Run 1, placement density heat map:
The bar under the picture is 20 um long. The die is cut into 8 by 5 equal tiles; dark blue is low, red is high, 0 to 100% covered.
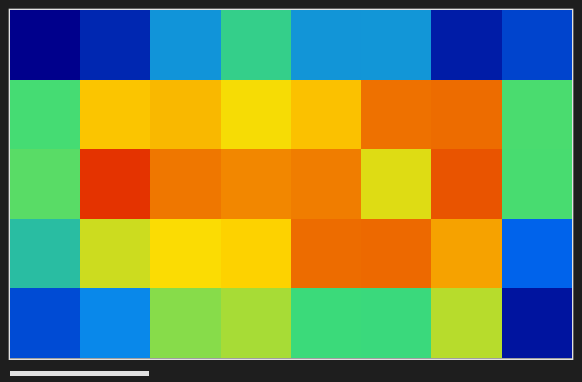
Run 1, cells by drive strength:
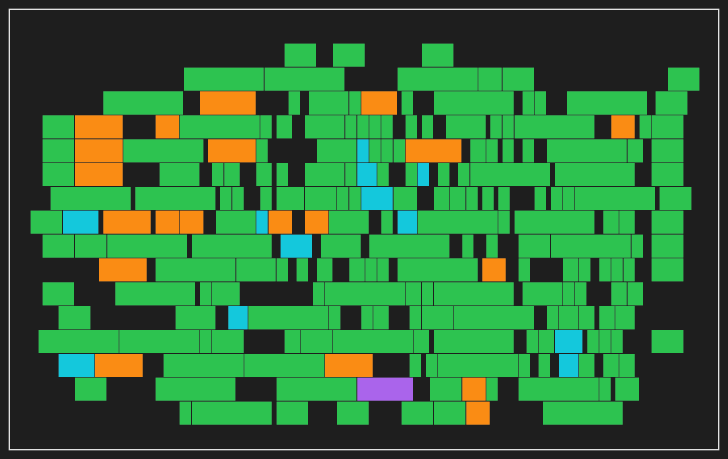
Run 1, routing congestion:
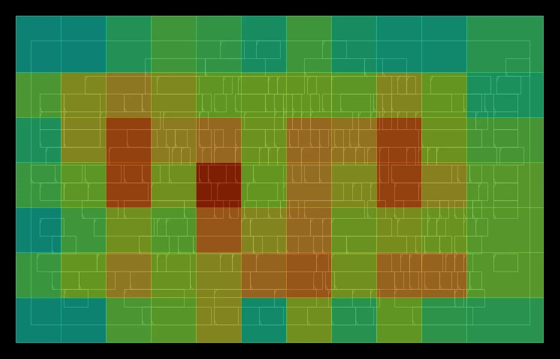
`config.mk`:
```
export PLATFORM = sky130hd
export DESIGN_NAME = watch_display_driver
export DESIGN_NICKNAME = d
export VERILOG_FILES = /design/src/rtl/watch_pkg.sv /design/src/rtl/bcd_to_7seg.sv /design/src/rtl/watch_display_driver.sv
export SDC_FILE = /design/constraint.sdc
export NUM_CORES = 1
export LEC_CHECK = 0
export ABC_AREA = 1
export CAP_MARGIN = 20
export CORE_ASPECT_RATIO = 0.6
export CORE_MARGIN = 2
export CORE_UTILIZATION = 54
export CTS_BUF_LIST = sky130_fd_sc_hd__clkbuf_4
export DETAILED_ROUTE_END_ITERATION = 7
export GPL_TIMING_DRIVEN = 1
export PLACE_DENSITY = 0.91
export SLEW_MARGIN = 20
export SYNTH_ARGS = -nofsm -noshare
export SYNTH_HDL_FRONTEND = slang
export SYNTH_SLANG_ARGS = --single-unit
export TNS_END_PERCENT = 100
```
`constraint.sdc`:
```
create_clock -name clk -period 2.1 [get_ports clk]
set_input_delay 0.315 -clock clk [delete_from_list [all_inputs] [get_ports clk]]
set_output_delay 0.315 -clock clk [all_outputs]
set_load 0.05 [all_outputs]
```
`src/rtl/watch_pkg.sv`:
```
// Shared constants for the watch display driver: segment patterns,
// alarm FSM encoding, digit indices and a counter-width helper.
package watch_pkg;

   // Segment patterns, active-high, bit order {g,f,e,d,c,b,a}
   localparam logic [6:0] SEG_0     = 7'b0111111;
   localparam logic [6:0] SEG_1     = 7'b0000110;
   localparam logic [6:0] SEG_2     = 7'b1011011;
   localparam logic [6:0] SEG_3     = 7'b1001111;
   localparam logic [6:0] SEG_4     = 7'b1100110;
   localparam logic [6:0] SEG_5     = 7'b1101101;
   localparam logic [6:0] SEG_6     = 7'b1111101;
   localparam logic [6:0] SEG_7     = 7'b0000111;
   localparam logic [6:0] SEG_8     = 7'b1111111;
   localparam logic [6:0] SEG_9     = 7'b1101111;
   localparam logic [6:0] SEG_BLANK = 7'b0000000;

   typedef enum logic {
      ST_IDLE    = 1'b0,
      ST_RINGING = 1'b1
   } alarm_state_e;

   localparam logic [1:0] DIG_MIN_ONES = 2'd0;
   localparam logic [1:0] DIG_MIN_TENS = 2'd1;
   localparam logic [1:0] DIG_HRS_ONES = 2'd2;
   localparam logic [1:0] DIG_HRS_TENS = 2'd3;

   function automatic int unsigned cnt_width(input int unsigned n);
      return (n < 2) ? 1 : $clog2(n);
   endfunction

endpackage

```
`src/rtl/bcd_to_7seg.sv`:
```
// Combinational BCD to seven-segment decoder; codes 10-15 are blank.
module bcd_to_7seg
   import watch_pkg::*;
(
   input  logic [3:0] bcd_i,
   output logic [6:0] seg_o
);

   always_comb begin
      seg_o = SEG_BLANK;
      case (bcd_i)
         4'd0:    seg_o = SEG_0;
         4'd1:    seg_o = SEG_1;
         4'd2:    seg_o = SEG_2;
         4'd3:    seg_o = SEG_3;
         4'd4:    seg_o = SEG_4;
         4'd5:    seg_o = SEG_5;
         4'd6:    seg_o = SEG_6;
         4'd7:    seg_o = SEG_7;
         4'd8:    seg_o = SEG_8;
         4'd9:    seg_o = SEG_9;
         default: seg_o = SEG_BLANK;
      endcase
   end

endmodule

```
`src/rtl/watch_display_driver.sv`:
```
// Multiplexed 4-digit seven-segment scanner with per-frame input snapshot,
// plus a cancellable, retriggerable alarm buzzer sequencer.
module watch_display_driver
   import watch_pkg::*;
#(
   parameter int unsigned CLKS_PER_SCAN = 4,
   parameter int unsigned BEEP_CLKS     = 2,
   parameter int unsigned ALARM_CLKS    = 60,
   parameter int unsigned ACTIVE_LOW    = 0
) (
   input  logic       clk,
   input  logic       rst,
   input  logic [3:0] disp_d3,
   input  logic [3:0] disp_d2,
   input  logic [3:0] disp_d1,
   input  logic [3:0] disp_d0,
   input  logic       alarm_on,
   input  logic       alarm_stop,
   output logic [6:0] seg,
   output logic [3:0] an,
   output logic       dp,
   output logic       buzzer,
   output logic       alarm_active
);

   localparam int unsigned SCAN_W = cnt_width(CLKS_PER_SCAN);
   localparam int unsigned BEEP_W = cnt_width(BEEP_CLKS);
   localparam int unsigned RING_W = cnt_width(ALARM_CLKS);
   localparam logic        POL    = (ACTIVE_LOW != 0);

   logic [SCAN_W-1:0] presc_q, presc_d;
   logic [1:0]        idx_q, idx_d;
   logic [3:0][3:0]   snap_q, snap_d;
   logic              tick;
   logic [6:0]        seg_dec;
   logic [6:0]        seg_q, seg_d;
   logic [3:0]        an_q, an_d;
   logic              dp_q, dp_d;

   always_comb begin
      tick    = (presc_q == SCAN_W'(CLKS_PER_SCAN - 1));
      presc_d = tick ? '0 : presc_q + 1'b1;
      idx_d   = tick ? idx_q + 2'd1 : idx_q;
      snap_d  = snap_q;
      if (tick && idx_q == DIG_HRS_TENS)
         snap_d = {disp_d3, disp_d2, disp_d1, disp_d0};
   end

   bcd_to_7seg u_dec (
      .bcd_i (snap_q[idx_q]),
      .seg_o (seg_dec)
   );

   always_comb begin
      seg_d = seg_dec;
      an_d  = 4'b0001 << idx_q;
      dp_d  = (idx_q == DIG_HRS_ONES);
   end

   always_ff @(posedge clk or posedge rst) begin
      if (rst) begin
         presc_q <= '0;
         idx_q   <= '0;
         snap_q  <= '0;
         seg_q   <= '0;
         an_q    <= '0;
         dp_q    <= 1'b0;
      end else begin
         presc_q <= presc_d;
         idx_q   <= idx_d;
         snap_q  <= snap_d;
         seg_q   <= seg_d;
         an_q    <= an_d;
         dp_q    <= dp_d;
      end
   end

   // Polarity applied after the registers so reset also lands on the idle level
   assign seg = seg_q ^ {7{POL}};
   assign an  = an_q ^ {4{POL}};
   assign dp  = dp_q ^ POL;

   alarm_state_e      state_q, state_d;
   logic [RING_W-1:0] ring_cnt_q, ring_cnt_d;
   logic [BEEP_W-1:0] beep_cnt_q, beep_cnt_d;
   logic              buzzer_q, buzzer_d;
   logic              ring_last, beep_last;

   assign ring_last = (ring_cnt_q == RING_W'(ALARM_CLKS - 1));
   assign beep_last = (beep_cnt_q == BEEP_W'(BEEP_CLKS - 1));

   always_ff @(posedge clk or posedge rst) begin
      if (rst) begin
         state_q    <= ST_IDLE;
         ring_cnt_q <= '0;
         beep_cnt_q <= '0;
         buzzer_q   <= 1'b0;
      end else begin
         state_q    <= state_d;
         ring_cnt_q <= ring_cnt_d;
         beep_cnt_q <= beep_cnt_d;
         buzzer_q   <= buzzer_d;
      end
   end

   always_comb begin
      state_d = state_q;
      case (state_q)
         ST_IDLE:    if (alarm_on && !alarm_stop) state_d = ST_RINGING;
         ST_RINGING: begin
            if (alarm_stop)                  state_d = ST_IDLE;
            else if (!alarm_on && ring_last) state_d = ST_IDLE;
         end
         default:    state_d = ST_IDLE;
      endcase
   end

   // Retrigger only rewinds the ring timer; the beep phase keeps running
   always_comb begin
      ring_cnt_d = '0;
      beep_cnt_d = '0;
      buzzer_d   = 1'b0;
      if (state_d == ST_RINGING) begin
         if (state_q == ST_IDLE) begin
            buzzer_d = 1'b1;
         end else begin
            ring_cnt_d = alarm_on ? '0 : ring_cnt_q + 1'b1;
            beep_cnt_d = beep_last ? '0 : beep_cnt_q + 1'b1;
            buzzer_d   = beep_last ? ~buzzer_q : buzzer_q;
         end
      end
      alarm_active = (state_q == ST_RINGING);
   end

   assign buzzer = buzzer_q;

endmodule

```
==> Changelog: implementation, run 1 <==
## Flow update

- Outcome: complete, no violations
- Layout cells sized above 1: 14.73%
- Worst flop-to-flop path startpoint: idx_q[1]
- PortBufs: 33
- Met1 global-route usage: between 20 and 30%
- Met3 WL post-DR: 166 um
- Final nets: approximately 260
- Sw frac: 25.62%
- Top area cell types: dfrtp_1 52%, nand2_1 8.1%, ha_1 7.9%
- Critical path launch point type: flip-flop
- Worst slew pin tran: 0.5073 ns
- Chip Area: 0.004041 sq mm
- RSZ-0062 raised after global routing: no
- Final hold viol count: 0
- Syn Area/Cell: 10.31 sq um
- Psw: 360.3 uW
- Vias per cell: 4.974
- Minimum clock period: 1.875 ns
- Clock-net power: approximately 380 uW
- Crit-path leading delay family: buffers and inverters
- Mapped Cells: 185
- DRT met1 WL: 1589 um
- DPL Wire Length: between 2000 and 3000 um
- Cell type with the largest total area: dfrtp_1
- Setup TNS: 0 ns
- Residual DRC: 0
- Via count: 1338
- Stage-log warning count: 34
- Synth Cell Area: 0.001908 sq mm
- Most common logic cells in the final layout: 41 x nand2_1, 40 x dfrtp_1, 33 x clkdlybuf4s50_1
- Post-CTS sizing: 0
- Critical path capture point type: output port
- Chip height: around 50 um
- Clock Sink Count: ~40
- Worst EP required: 1.78 ns
- Yosys warns: 0
- #MultiIn Comb: 122
- I/O Pins: 34
- First-pass GRT wire length: between 5000 and 6000 um
- Sequential-to-total area share from yosys stat: 52.46%
- GPL Wtd Cong: between 0.8 and 0.9
- Largest non-sequential cell family by area: simple AND/OR/NAND/NOR gates
- DRT Wirelength: 3446 um
- Sequential share of cell area: 42.94%
- P_leak: 0.001165 uW
- Area leader share: 52.46%
- Ant. Diodes: 0
- Met2 GRT Util: a little under a third
- Final Cycle Share: 89.28%
- Drt initial violations: about 110
- Worst r2r path cells: 9
- Critical path destination: alarm_active
- Fmax: 533.4 MHz
- Vias in the first global route: 1323
- Sequential Power Share: 58.0%
- HP Class: input port to asynchronous set/reset pin
- Power Internal: 1046 uW
- Critical-path cell list: clkdlybuf4s50_1
- Uppermost layer routed: met4
- Place WS: 0.2583 ns
- Tap cells: 45
- Worst-path fanout max: 4
- Hold WS: 0.3933 ns
- Flop area: 0.001001 sq mm
- Hold-fix buffers, CTS: 0
- Fill count: 268
- Ys async rst share: 100.0%
- Yosys chip area: roughly 0.0019 sq mm
- Final setup fails: 0
- Power share of the combinational group: approximately 15%
- Worst path max stage delay: 0.82 ns
- Seq_cells: roughly 40
- Number of non-clock inverters: 19
- Mux cell area share: 7.475%
- Synth Area in Adders: 7.869%
- Total power: between 1000 and 1500 uW
- Clock buf count: 7
- H-tree depth: 2
- Largest net degree at the start of global routing: a little over 40
-- 'placement density heat map' (at the start) --
mean over tiles: 56%
nearly empty tiles: 2.5%
tiles over 75% full: 35%
core footprint: 0.003323 sq mm
final core utilization: 70.14%
Initial Util: 57.42%

-- 'cells by drive strength' (at the start) --
[green] _0 and _1 cells | cells: 191 | most used: nand2_1
[orange] _3 and _4 cells | cells: 20 | most used: mux2_4
[purple] _6 and larger | cells: 1 | most used: bufinv_8
[cyan] _2 cells | cells: 12
slack of the critical path: 0.2252 ns
final instance area: 0.002331 sq mm

-- 'routing congestion' (at the start) --
grt peak-use layer: met2
Total GRT Usage: 19.20%
post-DR wirelength/cell: 12.81 um

Run 1, cell classes on the final placement:
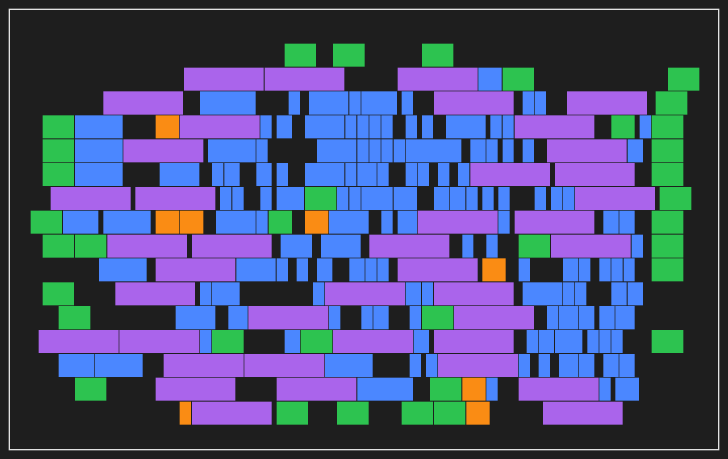

## Run 2: what changed since run 1
--- a/config.mk
+++ b/config.mk
@@ -9,12 +9,12 @@
 export CAP_MARGIN = 20
 export CORE_ASPECT_RATIO = 0.6
 export CORE_MARGIN = 2
-export CORE_UTILIZATION = 54
+export CORE_UTILIZATION = 50
 export CTS_BUF_LIST = sky130_fd_sc_hd__clkbuf_4
 export DETAILED_ROUTE_END_ITERATION = 7
 export GPL_TIMING_DRIVEN = 1
-export PLACE_DENSITY = 0.91
-export SLEW_MARGIN = 20
+export PLACE_DENSITY = 0.85
+export SLEW_MARGIN = 30
 export SYNTH_ARGS = -nofsm -noshare
 export SYNTH_HDL_FRONTEND = slang
 export SYNTH_SLANG_ARGS = --single-unit
Run 2, cell classes on the final placement:
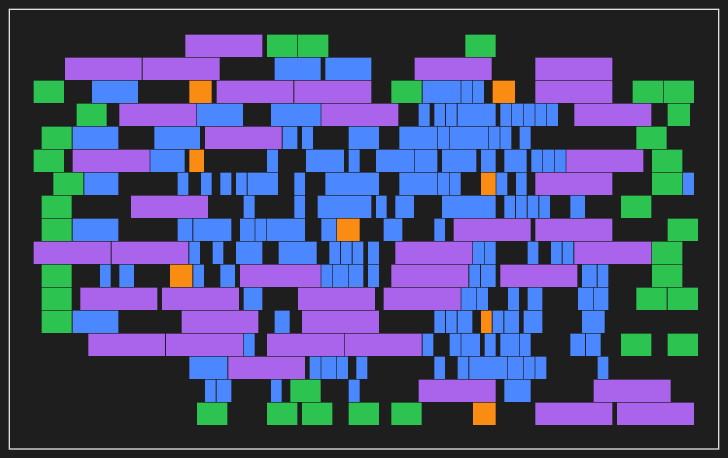
[blue] combinational and other logic | cells: 141 | share of their area: 39%
[orange] clock drivers and dummy loads | cells: 8 | share of their area: 2.3%
[green] other buffers and delay cells | cells: 34 | share of their area: 15%
[purple] flops | cells: 40 | share of their area: 44%
core footprint: 0.003659 sq mm
final instance area: 0.002330 sq mm
final core utilization: 63.68%
sequential share of cell area: 43.02%
row count: 17

Run 2, cells by drive strength:
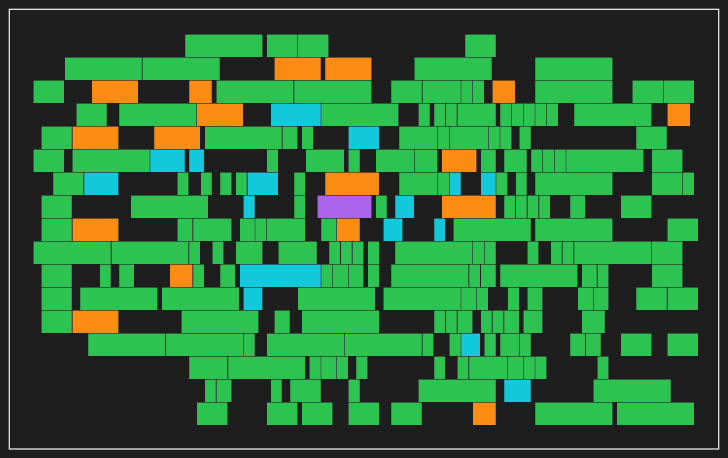
[cyan] _2 cells | cells: 16
[orange] _3 and _4 cells | cells: 17 | most used: mux2_4
[purple] _6 and larger | cells: 1 | most used: bufinv_8
[green] _0 and _1 cells | cells: 189 | most used: nand2_1
slack of the critical path: 0.1969 ns
synthesis-to-layout area growth: 22.10%
Buffers, non-clock: 34

==> Changelog: implementation, run 2 <==
## Flow update

- Chip height: between 50 and 60 um
- Sw frac: 27.85%
- Final setup fails: 0
- Slew headroom: 65.67%
- Met3 WL post-DR: 173 um
- Syn Area/Cell: 10.31 sq um
- Setup TNS: 0 ns
- Chip Area: between 0.004 and 0.005 sq mm
- Final hold viol count: 0
- Seq_cells: 40
- Fill count: 322
- Post-DR wirelength/cell: 12.53 um
- Worst flop-to-flop path startpoint: idx_q[0]
- Via count: 1315
- CP max stage cell: clkdlybuf4s50_1
- Ys async rst share: 100.0%
- Flop area: 0.001002 sq mm
- Cell type with the largest total area: dfrtp_1
- DRT Wirelength: between 3000 and 4000 um
- DPL Wire Length: roughly 2500 um
- PortBufs: 33
- Tap cells: 47
- Stage-log warning count: 34
- Number of non-clock inverters: 19
- Final Cycle Share: 90.62%
- Clock Sink Count: 40
- Worst path max stage delay: 0.82 ns
- Grt peak-use layer: met2
- Yosys warns: 0
- HP Class: input port to asynchronous set/reset pin
- I/O Pins: 34
- Residual DRC: 0
- RSZ-0062 raised after global routing: no
- DRT met1 WL: 1727 um
- Top area cell types: dfrtp_1 52%, nand2_1 8.1%, ha_1 7.9%
- Clock-net power: roughly 380 uW
- Psw: roughly 390 uW
- Outcome: complete, no violations
- Largest net degree at the start of global routing: between 40 and 50
- Sequential-to-total area share from yosys stat: around 52%
- Most common logic cells in the final layout: 41 x nand2_1, 39 x dfrtp_1, 33 x clkdlybuf4s50_1
- Cell count in the Yosys report: 185
- Synth Area in Adders: 7.869%
- Critical-path cell list: clkdlybuf4s50_1
- H-tree depth: 2
- Logic area: between 700 and 800 sq um
- Worst r2r path cells: 9
- Clock buf count: 5
- Area leader share: 52.46%
- Worst slew pin tran: approximately 0.51 ns
- Hold-fix buffers, CTS: 0
- #MultiIn Comb: about 120
- Place WS: 0.1270 ns
- Critical path launch point type: flip-flop
- Power share of the combinational group: 15.0%
- Critical path capture point type: output port
- Worst-path fanout max: 4
- Drt initial violations: 59
- Vias per cell: between 4 and 5
- Mapped Cells: 185
- Hold WS: 0.3640 ns
- Worst EP required: 1.78 ns
- Met2 GRT Util: 27.87%
- Layout cells sized above 1: about 15%
- Worst-Skew Late Latency: 0.36 ns
- GPL Wtd Cong: 0.7890
- Dominant class by area: registers
- Largest non-sequential cell family by area: simple AND/OR/NAND/NOR gates
- Critical path destination: alarm_active
- Synth Cell Area: 0.001908 sq mm
- Total power: between 1000 and 1500 uW
- P_leak: 0.001158 uW
- Final nets: 254
- Post-CTS sizing: 0
- Total GRT Usage: a little under a fifth
- Fmax: 525.5 MHz
- Crit-path leading delay family: buffers and inverters
- First-pass GRT wire length: 6078 um
- Power Internal: 1014 uW
- Vias in the first global route: around 1300
- Met1 global-route usage: 25.05%
- Sequential Power Share: 58.0%
- Mux cell area share: 7.475%
- Minimum clock period: 1.903 ns
Run 2, placement density heat map:
The bar under the picture is 20 um long. The die is cut into 8 by 5 equal tiles; dark blue is low, red is high, 0 to 100% covered.
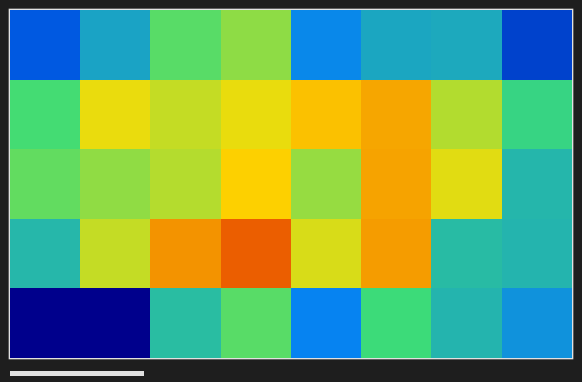
densest ninth of the die: centre
mean over tiles: 52%
emptiest ninth of the die: south-west
tiles over 75% full: 18%
fullest tile: 89%
Initial Util: 52.15%

## Run 3: what changed since run 2
--- a/config.mk
+++ b/config.mk
@@ -6,14 +6,17 @@
 export NUM_CORES = 1
 export LEC_CHECK = 0
 export ABC_AREA = 1
+export ABC_CLOCK_PERIOD_IN_PS = 2100
 export CAP_MARGIN = 20
+export CELL_PAD_IN_SITES_DETAIL_PLACEMENT = 1
+export CELL_PAD_IN_SITES_GLOBAL_PLACEMENT = 2
 export CORE_ASPECT_RATIO = 0.6
 export CORE_MARGIN = 2
-export CORE_UTILIZATION = 50
+export CORE_UTILIZATION = 34
 export CTS_BUF_LIST = sky130_fd_sc_hd__clkbuf_4
 export DETAILED_ROUTE_END_ITERATION = 7
 export GPL_TIMING_DRIVEN = 1
-export PLACE_DENSITY = 0.85
+export PLACE_DENSITY = 0.9
 export SLEW_MARGIN = 30
 export SYNTH_ARGS = -nofsm -noshare
 export SYNTH_HDL_FRONTEND = slang
Run 3, cell classes on the final placement:
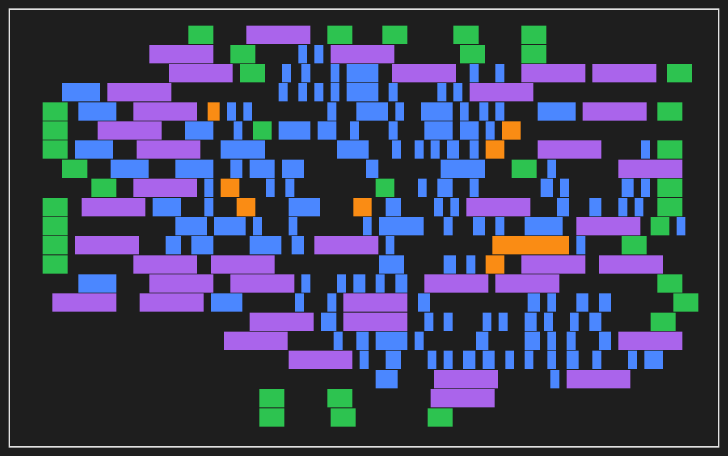
[green] other buffers and delay cells | cells: 36 | share of their area: 15%
[orange] clock drivers and dummy loads | cells: 8 | share of their area: 3.5%
[blue] combinational and other logic | cells: 141 | share of their area: 38%
[purple] flops | cells: 40 | share of their area: 43%
final core utilization: 43.56%
core footprint: 0.005492 sq mm
row count: 21

Run 3, routing congestion:
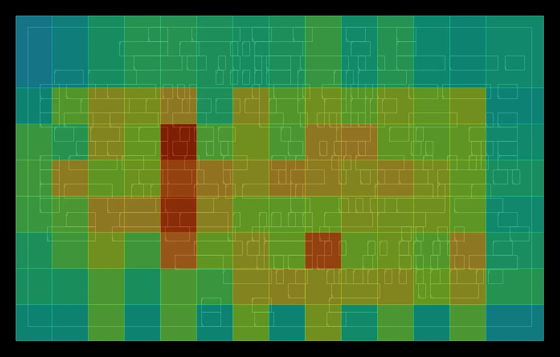
post-DR wirelength/cell: 13.63 um
M3 GR Usage: 3.579%
met1 global-route usage: 22.21%
grt peak-use layer: met1

==> Changelog: implementation, run 3 <==
## Flow update

- Outcome: complete, no violations
- Total power: roughly 1500 uW
- Max-cap violations: 0
- Chip Area: 0.006247 sq mm
- Cell count in the Yosys report: ~190
- Number of non-clock inverters: 19
- CP max stage cell: dfrtp_1
- Critical path launch point type: flip-flop
- Dominant class by area: registers
- Met3 WL post-DR: 146 um
- Place WS: 0.2430 ns
- Met2 GRT Util: 20.38%
- Sequential Power Share: between 50 and 60%
- Stage-log warning count: 34
- Clock skew: roughly 0.018 ns
- Vias in the first global route: about 1400
- Seq_cells: 40
- Largest non-sequential cell family by area: simple AND/OR/NAND/NOR gates
- Antenna violations before repair: 0
- CTS root buf: clkbuf_4
- Final setup fails: 0
- Comb area share: 32.90%
- Ant. Diodes: 0
- Ys async rst share: 100.0%
- Sw frac: 25.92%
- Power Internal: 1140 uW
- Most common logic cells in the final layout: 41 x nand2_1, 40 x dfrtp_1, 33 x clkdlybuf4s50_1
- Comb group: 214 uW
- I/O Pins: 34
- CP startpoint: idx_q[0]
- Residual DRC: 0
- Clock-net power: 509 uW
- Worst r2r path cells: 9
- HP Class: input port to asynchronous set/reset pin
- Synth Cell Area: between 0.0015 and 0.002 sq mm
- Fill count: about 630
- CTS tree: done
- Slack of the critical path: approximately 0.20 ns
- Top cells by count, synth: 41 x nand2_1, 40 x dfrtp_1, 18 x nor2_1
- Critical path depth: 9
- Crit-path leading delay family: flip-flops
- #MultiIn Comb: approximately 120
- Crit path DAT: 2.14 ns
- Distinct lib cells used: 26
- Max reg flops: 16
- Final Cycle Share: 90.28%
- Initial Util: about a third
- Final hold viol count: 0
- Yosys chip area: between 0.0015 and 0.002 sq mm
- PortBufs: 33
- Uppermost layer routed: met4
- Hold-fix buffers, CTS: 0
- Worst slew pin tran: 0.5497 ns
- Setup TNS: 0 ns
- Gr ovfl total: 0
- Tap cells: 69
- Layout cells sized above 1: 15.56%
- Synth Area in Adders: 7.869%
- Most numerous logic cell after layout: nand2_1
- Worst reg2reg path endpoint: seg[3]
- First-pass GRT wire length: between 6000 and 7000 um
- Largest net degree at the start of global routing: 41
- Yosys warns: 0
- Worst EP required: 2.35 ns
- Chip height: 62.03 um
- Slew headroom: 63.22%
- Mux cell area share: under 10%
- Sequential-to-total area share from yosys stat: a little over half
- Top pwr grp: sequential cells
- Hold WS: 0.3920 ns
- Fmax: 527.5 MHz
- Mapped Cells: approximately 190
- P_leak: 0.001178 uW
- Vias per cell: between 4 and 5
- RSZ-0062 raised after global routing: no
- Cell type with the largest total area: dfrtp_1
- DPL Wire Length: 2979 um
- Critical path capture point type: flip-flop
- Critical-path cell list: inv_2 > nand2_1 > a32oi_1 > inv_1 > ha_1 > nand3_1 > nand2_1 > nand2_1 > nand2_1
- H-tree depth: 2
- Clock power frac: between 30% and 40%
- Worst path max stage delay: 0.50 ns
- Critical path destination: seg[3]
- Worst-path fanout max: 8
- Post-CTS sizing: 0
- Buffers, non-clock: 36
- Top area cell types: dfrtp_1 52%, nand2_1 8.1%, ha_1 7.9%
- Final nets: about 260
- Top-count cell post-synth: nand2_1
- DRT met1 WL: 2173 um
- Sequential share of cell area: a little over two fifths
- Area leader share: 52.46%
- Clock buf count: 5
- Logic area: ~800 sq um
- Synthesis-to-layout area growth: 25.38%
- Psw: 398.9 uW
- Final instance area: 0.002392 sq mm
- GPL Wtd Cong: 0.7936
- Syn Area/Cell: 10.31 sq um
- Worst-Skew Late Latency: 0.35 ns
- Yosys simple share: 20.07%
- Power share of the combinational group: 13.9%
- Minimum clock period: 1.896 ns
- Seq. pwr: around 820 uW
- Dpl cells: roughly 290
- Clock Sink Count: roughly 40
- Worst flop-to-flop path startpoint: idx_q[0]
- Via count: 1344
- Syn_nets: 217
- Flop area: 0.001001 sq mm
- Drt initial violations: 25
Run 3, wire density map:
The bar under the picture is 20 um long. The die is cut into 20 by 12 equal tiles; dark blue is low, red is high, scaled to the fullest tile. Values are wire area over tile area, all layers added.
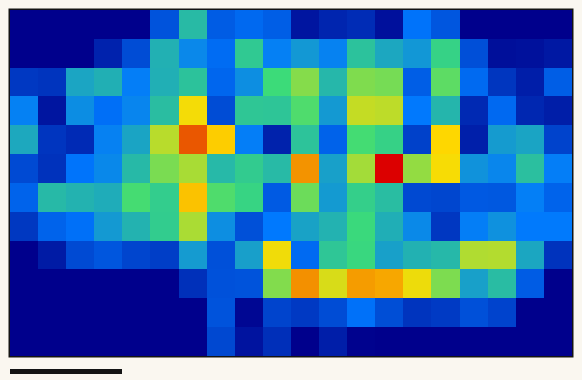
emptiest ninth of the die: south-west
mean over tiles: 0.099
fullest tile: 0.37
DRT Wirelength: 4006 um
Total GRT Usage: 14.65%

Power is estimated from default activity; no workload was simulated.
